==> run_1/placement.png <==
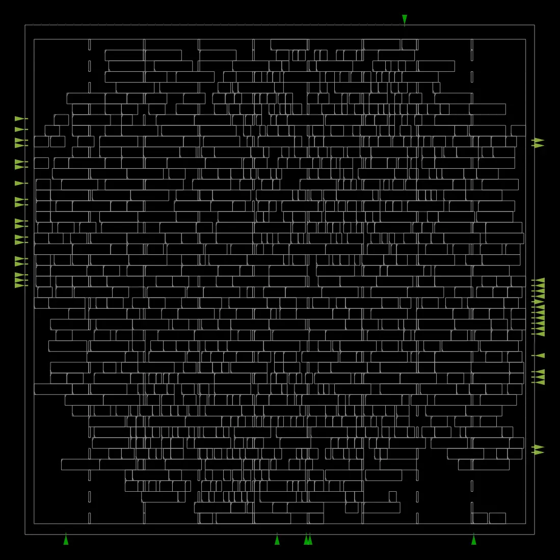
==> run_1/sizes.png <==
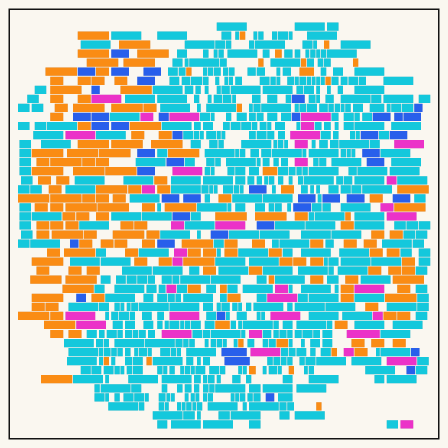
==> run_1/cell_density.png <==
13 x 13 tiles, from white (low) to dark blue (high), 0 to 100% covered.
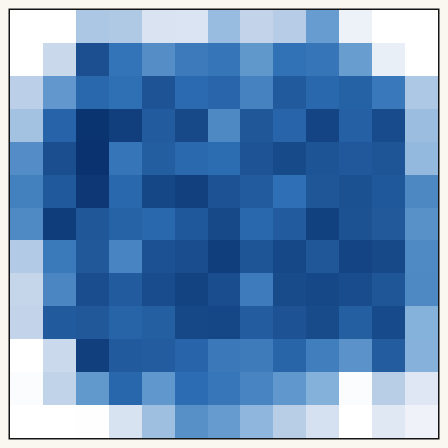
**src/rtl/clk_div_pkg.sv**
```systemverilog
// Shared constants, types and helpers for the programmable clock divider.
// Build option: define PHASE_SYNC_EN to add the sync_all phase-alignment input.
package clk_div_pkg;

    localparam int          CNT_W_DEF    = 32;
    localparam int unsigned DEF_HALF_DEF = 25_000_000;
    localparam int          MAX_CH       = 8;

    typedef logic [$clog2(MAX_CH)-1:0] ch_idx_t;

    // Half-period value that makes a channel run at outHz from a clkHz source.
    function automatic logic [CNT_W_DEF-1:0] half_for_hz(input longint unsigned clkHz,
                                                         input longint unsigned outHz);
        longint unsigned half;
        half = clkHz / (2 * outHz) - 1;
        return half[CNT_W_DEF-1:0];
    endfunction

endpackage

```
**src/rtl/clk_div_channel.sv**
```systemverilog
// One divider channel: counter, output level, tick strobe and staged half-period update.
// With PHASE_SYNC_EN defined, sync_i forces the channel back to phase zero.
module clk_div_channel
    import clk_div_pkg::*;
#(
    parameter int          CNT_W    = CNT_W_DEF,
    parameter int unsigned DEF_HALF = DEF_HALF_DEF
) (
    input  logic             clkIn,
    input  logic             reset,
`ifdef PHASE_SYNC_EN
    input  logic             sync_i,
`endif
    input  logic             en_i,
    input  logic             load_i,
    input  logic [CNT_W-1:0] half_i,
    output logic             clkOut_o,
    output logic             tick_o,
    output logic             pending_o
);

    logic [CNT_W-1:0] cnt_q, cnt_d;
    logic [CNT_W-1:0] activeHalf_q, activeHalf_d;
    logic [CNT_W-1:0] stagedHalf_q, stagedHalf_d;
    logic             clkOut_q, clkOut_d;
    logic             tick_q, tick_d;
    logic             pending_q, pending_d;

    // A staged value only becomes active on a toggle edge, while idle, or on sync.
    always_comb begin
        cnt_d        = cnt_q;
        activeHalf_d = activeHalf_q;
        stagedHalf_d = stagedHalf_q;
        clkOut_d     = clkOut_q;
        tick_d       = 1'b0;
        pending_d    = pending_q;
`ifdef PHASE_SYNC_EN
        if (sync_i) begin
            cnt_d    = '0;
            clkOut_d = 1'b0;
            if (pending_q) begin
                activeHalf_d = stagedHalf_q;
                pending_d    = 1'b0;
            end
        end else
`endif
        if (en_i) begin
            if (cnt_q == activeHalf_q) begin
                cnt_d    = '0;
                clkOut_d = ~clkOut_q;
                tick_d   = ~clkOut_q;
                if (pending_q) begin
                    activeHalf_d = stagedHalf_q;
                    pending_d    = 1'b0;
                end
            end else begin
                cnt_d = cnt_q + CNT_W'(1);
            end
        end else if (pending_q) begin
            cnt_d        = '0;
            activeHalf_d = stagedHalf_q;
            pending_d    = 1'b0;
        end
        if (load_i && !pending_q) begin
            stagedHalf_d = half_i;
            pending_d    = 1'b1;
        end
    end

    always_ff @(posedge clkIn or posedge reset) begin
        if (reset) begin
            cnt_q        <= '0;
            activeHalf_q <= CNT_W'(DEF_HALF);
            stagedHalf_q <= CNT_W'(DEF_HALF);
            clkOut_q     <= 1'b0;
            tick_q       <= 1'b0;
            pending_q    <= 1'b0;
        end else begin
            cnt_q        <= cnt_d;
            activeHalf_q <= activeHalf_d;
            stagedHalf_q <= stagedHalf_d;
            clkOut_q     <= clkOut_d;
            tick_q       <= tick_d;
            pending_q    <= pending_d;
        end
    end

    assign clkOut_o  = clkOut_q;
    assign tick_o    = tick_q;
    assign pending_o = pending_q;

endmodule

```
**src/rtl/prog_clock_divider.sv**
```systemverilog
// Multi-channel runtime-programmable clock divider: config decode plus NUM_CH channels.
// Build option: define PHASE_SYNC_EN to add the sync_all input.
module prog_clock_divider
    import clk_div_pkg::*;
#(
    parameter int          NUM_CH   = 2,
    parameter int          CNT_W    = CNT_W_DEF,
    parameter int unsigned DEF_HALF = DEF_HALF_DEF,
    localparam int         CH_W     = (NUM_CH > 1) ? $clog2(NUM_CH) : 1
) (
    input  logic              clkIn,
    input  logic              reset,
`ifdef PHASE_SYNC_EN
    input  logic              sync_all,
`endif
    input  logic [NUM_CH-1:0] en,
    input  logic              cfg_valid,
    input  logic [CH_W-1:0]   cfg_ch,
    input  logic [CNT_W-1:0]  cfg_half,
    output logic              cfg_ready,
    output logic [NUM_CH-1:0] clkOut,
    output logic [NUM_CH-1:0] tick
);

    logic [NUM_CH-1:0] pending;
    logic [NUM_CH-1:0] load;

    // Out-of-range channel indices stay ready so the request is swallowed.
    always_comb begin
        cfg_ready = 1'b1;
        for (int i = 0; i < NUM_CH; i++) begin
            if (cfg_ch == CH_W'(i)) begin
                cfg_ready = ~pending[i];
            end
        end
    end

    always_comb begin
        load = '0;
        for (int i = 0; i < NUM_CH; i++) begin
            load[i] = cfg_valid && cfg_ready && (cfg_ch == CH_W'(i));
        end
    end

    for (genvar g = 0; g < NUM_CH; g++) begin : gCh
        clk_div_channel #(
            .CNT_W    (CNT_W),
            .DEF_HALF (DEF_HALF)
        ) uChannel (
            .clkIn     (clkIn),
            .reset     (reset),
`ifdef PHASE_SYNC_EN
            .sync_i    (sync_all),
`endif
            .en_i      (en[g]),
            .load_i    (load[g]),
            .half_i    (cfg_half),
            .clkOut_o  (clkOut[g]),
            .tick_o    (tick[g]),
            .pending_o (pending[g])
        );
    end

endmodule

```
**config.mk**
```make
export PLATFORM = sky130hd
export DESIGN_NAME = prog_clock_divider
export DESIGN_NICKNAME = d
export VERILOG_FILES = /design/src/rtl/clk_div_pkg.sv /design/src/rtl/clk_div_channel.sv /design/src/rtl/prog_clock_divider.sv
export SDC_FILE = /design/constraint.sdc
export NUM_CORES = 1
export LEC_CHECK = 0
export CORE_MARGIN = 2
export CORE_UTILIZATION = 61
export DETAILED_ROUTE_END_ITERATION = 16
export GPL_TIMING_DRIVEN = 0
export HOLD_SLACK_MARGIN = 0.08
export PLACE_DENSITY = 0.87
export SLEW_MARGIN = 20
export SYNTH_ARGS = -nofsm -noshare
export SYNTH_HDL_FRONTEND = slang
export SYNTH_SLANG_ARGS = --single-unit
```
**constraint.sdc**
```tcl
create_clock -name clkIn -period 8.1 [get_ports clkIn]
set_input_delay 1.62 -clock clkIn [delete_from_list [all_inputs] [get_ports clkIn]]
set_output_delay 1.62 -clock clkIn [all_outputs]
set_load 0.02 [all_outputs]
```
==> impl_metrics.yaml, run 1 <==
# synthesis and place-and-route metrics
power:
  p_seq_share_pct: 50.7
  pg_seq_uw: 1460
  powerClk_uw: 841
  p_comb_uw: 578
  leakagePower_uw: 0.00449
  p_sw_share_pct: 29.2
sta:
  tns_ps: 0
  hold_ws_ps: 483
  final_hold_viol_count: 0
  fin_skew_ps: 7.10
  slew_viol_final: 0
  tightestPinTransition_ps: 874
  setup_viol: 0
logic_synthesis:
  simple_gate_share_pct: 13.3
  synth-seq-cells: 198
  syn_area_per_cell_sq_um: 11.9
  syn-num-nets: 836
  ys_types: 49
  edf_count: 0
  postSynthCellCount: 796
  ys_warn_count: 0
  aoi_share_pct: 6.39
  adder_share_pct: 0.264
  netlist_area_sq_um: 9490
  yosysChipArea_sq_um: 9490
  logic_family: "multiplexers"
  common_cells: "dfrtp_1, mux2_2, xnor2_1"
drt:
  drt_iter0_drc: 597
  final_antenna_net_count: 0
  drt-met1-wl_um: 9760
  wl_met3_um: 1430
  highest_layer: "met4"
  wl_um: 21600
  wire_per_inst_um: 20.4
  drt-pass1-iter-count: 5
  viasPerCell: 6.18
  vias: 6541
worst_setup_path:
  reg2regPathDepth: 7
  slowest_stage: "clkdlybuf4s50_1"
  critPathTopFamily: "buffers and inverters"
  r2r-start: "gCh[1].uChannel.cnt_q[0]$_DFFE_PP0P_"
  crit_top_cell: "clkdlybuf4s50_1"
  critPathRequiredTime_ps: 6480
  cp_num_buf_inv: 2
  r2r-end: "gCh[1].uChannel.cnt_q[28]$_DFFE_PP0P_"
  critPathKind: "in2out"
  crit_end: "cfg_ready"
  cp.arrival_ps: 3160
  crit_chain: "clkdlybuf4s50_1 > mux2i_1 > clkdlybuf4s50_1"
  start_kind: "input pin"
  slowest_delay_ps: 650
  end_kind: "primary output"
global_route:
  gr-usage-met3_pct: 5.78
  met2_usage_pct: 41.5
  grt_pass1_vias: 6440
  grt_util_met1_pct: 40.6
  grt_pass1_wl_um: 34700
  gr-total-overflow: 0
  grt_antenna_before_repair: 0
  grt_max_degree: 113
  gr-usage-all-layers_pct: 27.4
  busiest_layer: "met2"
layout:
  lay_top_cells: "dfrtp_1, mux2_2, xnor2_1"
  layout.nets: 898
  antennaDiodeCount: 0
  postLayoutCoreUtil_pct: 70.8
die:
  fp_util_pct: 62.4
  dieArea_sq_um: 16600
  ios: 43
place:
  place.detailed.hpwl_um: 15100
  place_congestion: 0.928
min_path:
  worstHoldPathCells: 1
  hp-start: "gCh[0].uChannel.clkOut_o$_DFFE_PP0P_"
  whs_endpoint: "gCh[0].uChannel.tick_o$_DFF_PP0_"
outcome:
  outcome: "finished, final reports clean"
cts:
  cts_tree: "done"
  cts_buffers: 17
  clockRootBuffer: "clkbuf_16"
  cts.path.max_buffers: 2
  cts_resized: 0
  cts.sinks: 198
  post-cts-setup-buffers: 0
Notes on placement.png above:
num rows: 45
Seq cells: 198
flop share of the area: 46.6%

Notes on sizes.png above:
Key: _2 cells = orange [cells 169, share 19%]; _3 and _4 cells = blue [cells 45, share 5.2%]; _6 and larger = magenta [cells 35, share 4.0%]; _0 and _1 cells = cyan [cells 622, share 71%]
design area: 10800 sq um
Area Growth Syn to Fin: 13.4%
bufs w/o clock: 94
Worst Setup Slack, final: 3320 ps

Notes on cell_density.png above:
7.7% of the tiles are nearly empty. The mean over all tiles is 64%. The fullest tile reaches 99%. 51% of the tiles are over 75% full.

run 1: cell type report:
type	count	area share, %
Clock inverter	14	1.21
Sequential cell	198	46.6
Multi-Input combinational cell	529	38.3
Inverter	18	0.698
Clock buffer	18	4.19
Buffer	51	2.63
Tap cell	188	2.19
Timing Repair Buffer	43	4.16
run 1: sequential cells by signal (all words and copies together), names as in the netlist:
register and flops:
gCh.uChannel.activeHalf_q 64, gCh.uChannel.clkOut_o 2, gCh.uChannel.cnt_q 64, gCh.uChannel.pending_o 2, gCh.uChannel.stagedHalf_q 64, gCh.uChannel.tick_o 2
run 1: stage by stage:
stage,instances,worst slack [ps]
after detailed placement,1027,3410
final,1059,3320
after CTS,1059,3340
after global routing,1059,3290
after global placement,1026,-1270
after floorplan,796,1160
==> run_1/detail.png <==
Window x 87 to 107, y 87 to 107 um. Cells in gray, sequential cells in the stronger gray; small squares are vias.
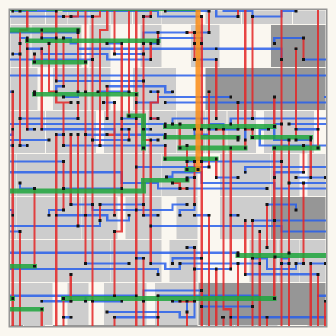

## Run 2: what changed since run 1
- CORE_UTILIZATION: 61 -> 55
- PLACE_DENSITY: 0.87 -> 0.83
- clock period: 8.1 -> 4.3 ns (I/O delays scaled with it)
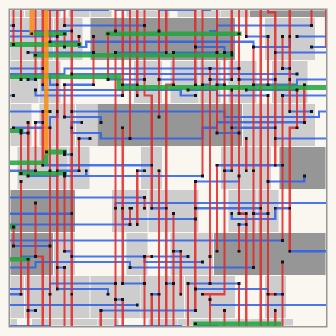
(run_2/detail.png)
Window x 92 to 112, y 92 to 112 um. Cells in gray, sequential cells in the stronger gray; small squares are vias.
Key: metal 2 = red; metal 4 = orange; metal 1 = blue; metal 3 = green
32 logic cells have their middle in the window. Netlist names of flops here include gCh.uChannel.cnt_q (3). Sequential cells in the window: 3.

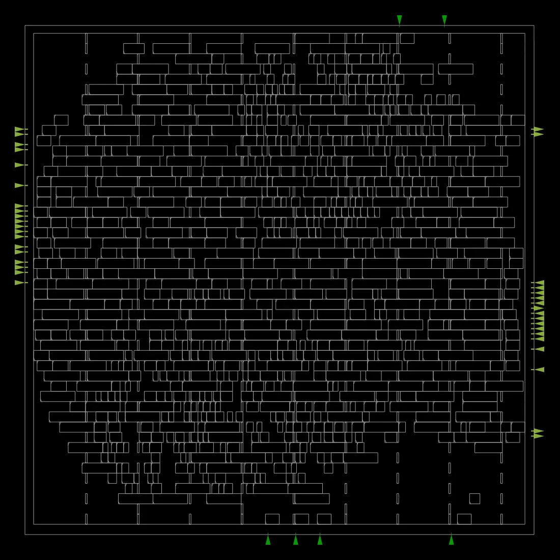
(run_2/placement.png)
Post-Route Utilization: 64.3%
num rows: 48

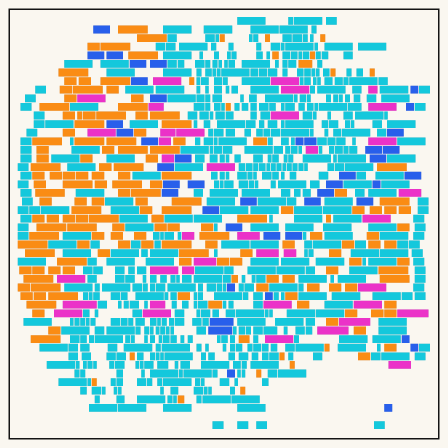
(run_2/sizes.png)
Key: _6 and larger = magenta [cells 38, share 4.3%]; _0 and _1 cells = cyan [cells 627, share 71%]; _2 cells = orange [cells 170, share 19%]; _3 and _4 cells = blue [cells 43, share 4.9%]
design area: 11000 sq um
Area Growth Syn to Fin: 15.6%
bufs w/o clock: 101
Worst Setup Slack, final: 1170 ps

==> run 2 against run 1 <==
Non-clock buffer count increased by 7. Die size increased by 11%. Cell area increased by 2.0%. Area after synthesis unchanged. First-iteration DRC count increased by 20%. Flip-flop count unchanged. Global-route usage decreased by 2.2 points. Sequential power increased by 88%. Synthesized cell count unchanged. Power increased by 89%. Largest power group unchanged.
==> impl_metrics.yaml, run 2 <==
# synthesis and place-and-route metrics
cts:
  cts_buffers: 17
  cts.sinks: 198
  clockRootBuffer: "clkbuf_16"
  post-cts-setup-buffers: 0
  cts.path.max_buffers: 2
  cts_tree: "done"
  htreeDepth: 4
global_route:
  gr-total-overflow: 0
  grt_pass1_wl_um: 35300
  grt_pass1_vias: 6566
  met2_usage_pct: 39.5
  gr-usage-all-layers_pct: 25.3
  busiest_layer: "met2"
  grt_max_degree: 34
  grt_util_met1_pct: 36.8
  grt_antenna_before_repair: 0
  gr-usage-met3_pct: 3.85
power:
  powerClk_uw: 1590
  leakagePower_uw: 0.00456
  p_comb_uw: 1090
  pg_seq_uw: 2750
  p_seq_share_pct: 50.7
  ir_worst_vdd_uv: 351
  p_sw_share_pct: 26.9
drt:
  wl_met3_um: 1270
  drt_iter0_drc: 717
  vias: 6606
  viasPerCell: 5.99
  wire_per_inst_um: 19.7
  highest_layer: "met4"
  final_antenna_net_count: 0
  drt-met1-wl_um: 9990
  wl_um: 21800
  drt-pass1-iter-count: 5
min_path:
  worstHoldPathCells: 1
  whs_endpoint: "gCh[1].uChannel.tick_o$_DFF_PP0_"
  hp-start: "gCh[1].uChannel.clkOut_o$_DFFE_PP0P_"
worst_setup_path:
  r2r-start: "gCh[1].uChannel.cnt_q[0]$_DFFE_PP0P_"
  critPathKind: "in2out"
  critPathRequiredTime_ps: 3440
  slowest_delay_ps: 630
  cp.arrival_ps: 2270
  reg2regPathDepth: 7
  start_kind: "input pin"
  slowest_stage: "clkdlybuf4s50_1"
  crit_end: "cfg_ready"
  cp_num_buf_inv: 2
  end_kind: "primary output"
  r2r-end: "gCh[1].uChannel.cnt_q[28]$_DFFE_PP0P_"
  critPathTopFamily: "buffers and inverters"
  crit_chain: "clkdlybuf4s50_1 > mux2i_1 > clkdlybuf4s50_1"
  crit_top_cell: "clkdlybuf4s50_1"
die:
  fp_util_pct: 55.6
  dieArea_sq_um: 18300
  ios: 43
logic_synthesis:
  simple_gate_share_pct: 13.3
  logic_family: "multiplexers"
  syn_area_per_cell_sq_um: 11.9
  common_cells: "dfrtp_1, mux2_2, xnor2_1"
  edf_count: 0
  aoi_share_pct: 6.39
  adder_share_pct: 0.264
  netlist_area_sq_um: 9490
  ys_types: 49
  ys_cells: 796
  postSynthCellCount: 796
  ys_warn_count: 0
  yosysChipArea_sq_um: 9490
  synth-seq-cells: 198
  syn-num-nets: 836
sta:
  slew_viol_final: 0
  final_hold_viol_count: 0
  tightestPinTransition_ps: 781
  rsz0062_at_grt: "false"
  tns_ps: 0
  fin_skew_ps: 9.54
layout:
  layout.nets: 905
  lay_top_cells: "dfrtp_1, mux2_2, xnor2_1"
  fillers: 1304
  reg_top3: "gCh.uChannel.activeHalf_q (64), gCh.uChannel.cnt_q (64), gCh.uChannel.stagedHalf_q (64)"
  antennaDiodeCount: 0
place:
  place_congestion: 0.920
  place.detailed.hpwl_um: 15700
  dpl_worst_slack_ps: 1140
outcome:
  outcome: "finished, final reports clean"
[run 2: cell counts after synthesis]
No cell type changed its count.
[run 2: final cells by class]
| class | count | area (sq um) | share of cell area, % |
|---|---|---|---|
| multi-input combinational | 529 | 4130 | 37.6 |
| inverter | 18 | 71.3 | 0.650 |
| sequential | 198 | 5010 | 45.7 |
| timing repair buffer | 50 | 603 | 5.50 |
| buffer | 51 | 283 | 2.58 |
| clock inverter | 5 | 58.8 | 0.536 |
| clock buffer | 27 | 536 | 4.88 |
| tap | 225 | 282 | 2.57 |
[run 2: through the flow]
stage,util (%),hold slack [ps]
after floorplan,-,446
after global placement,59.8,464
after detailed placement,60.8,478
after CTS,64.3,486
after global routing,64.3,520
final,64.3,481
No activity file was given, so power comes from the tool's default toggle rates.
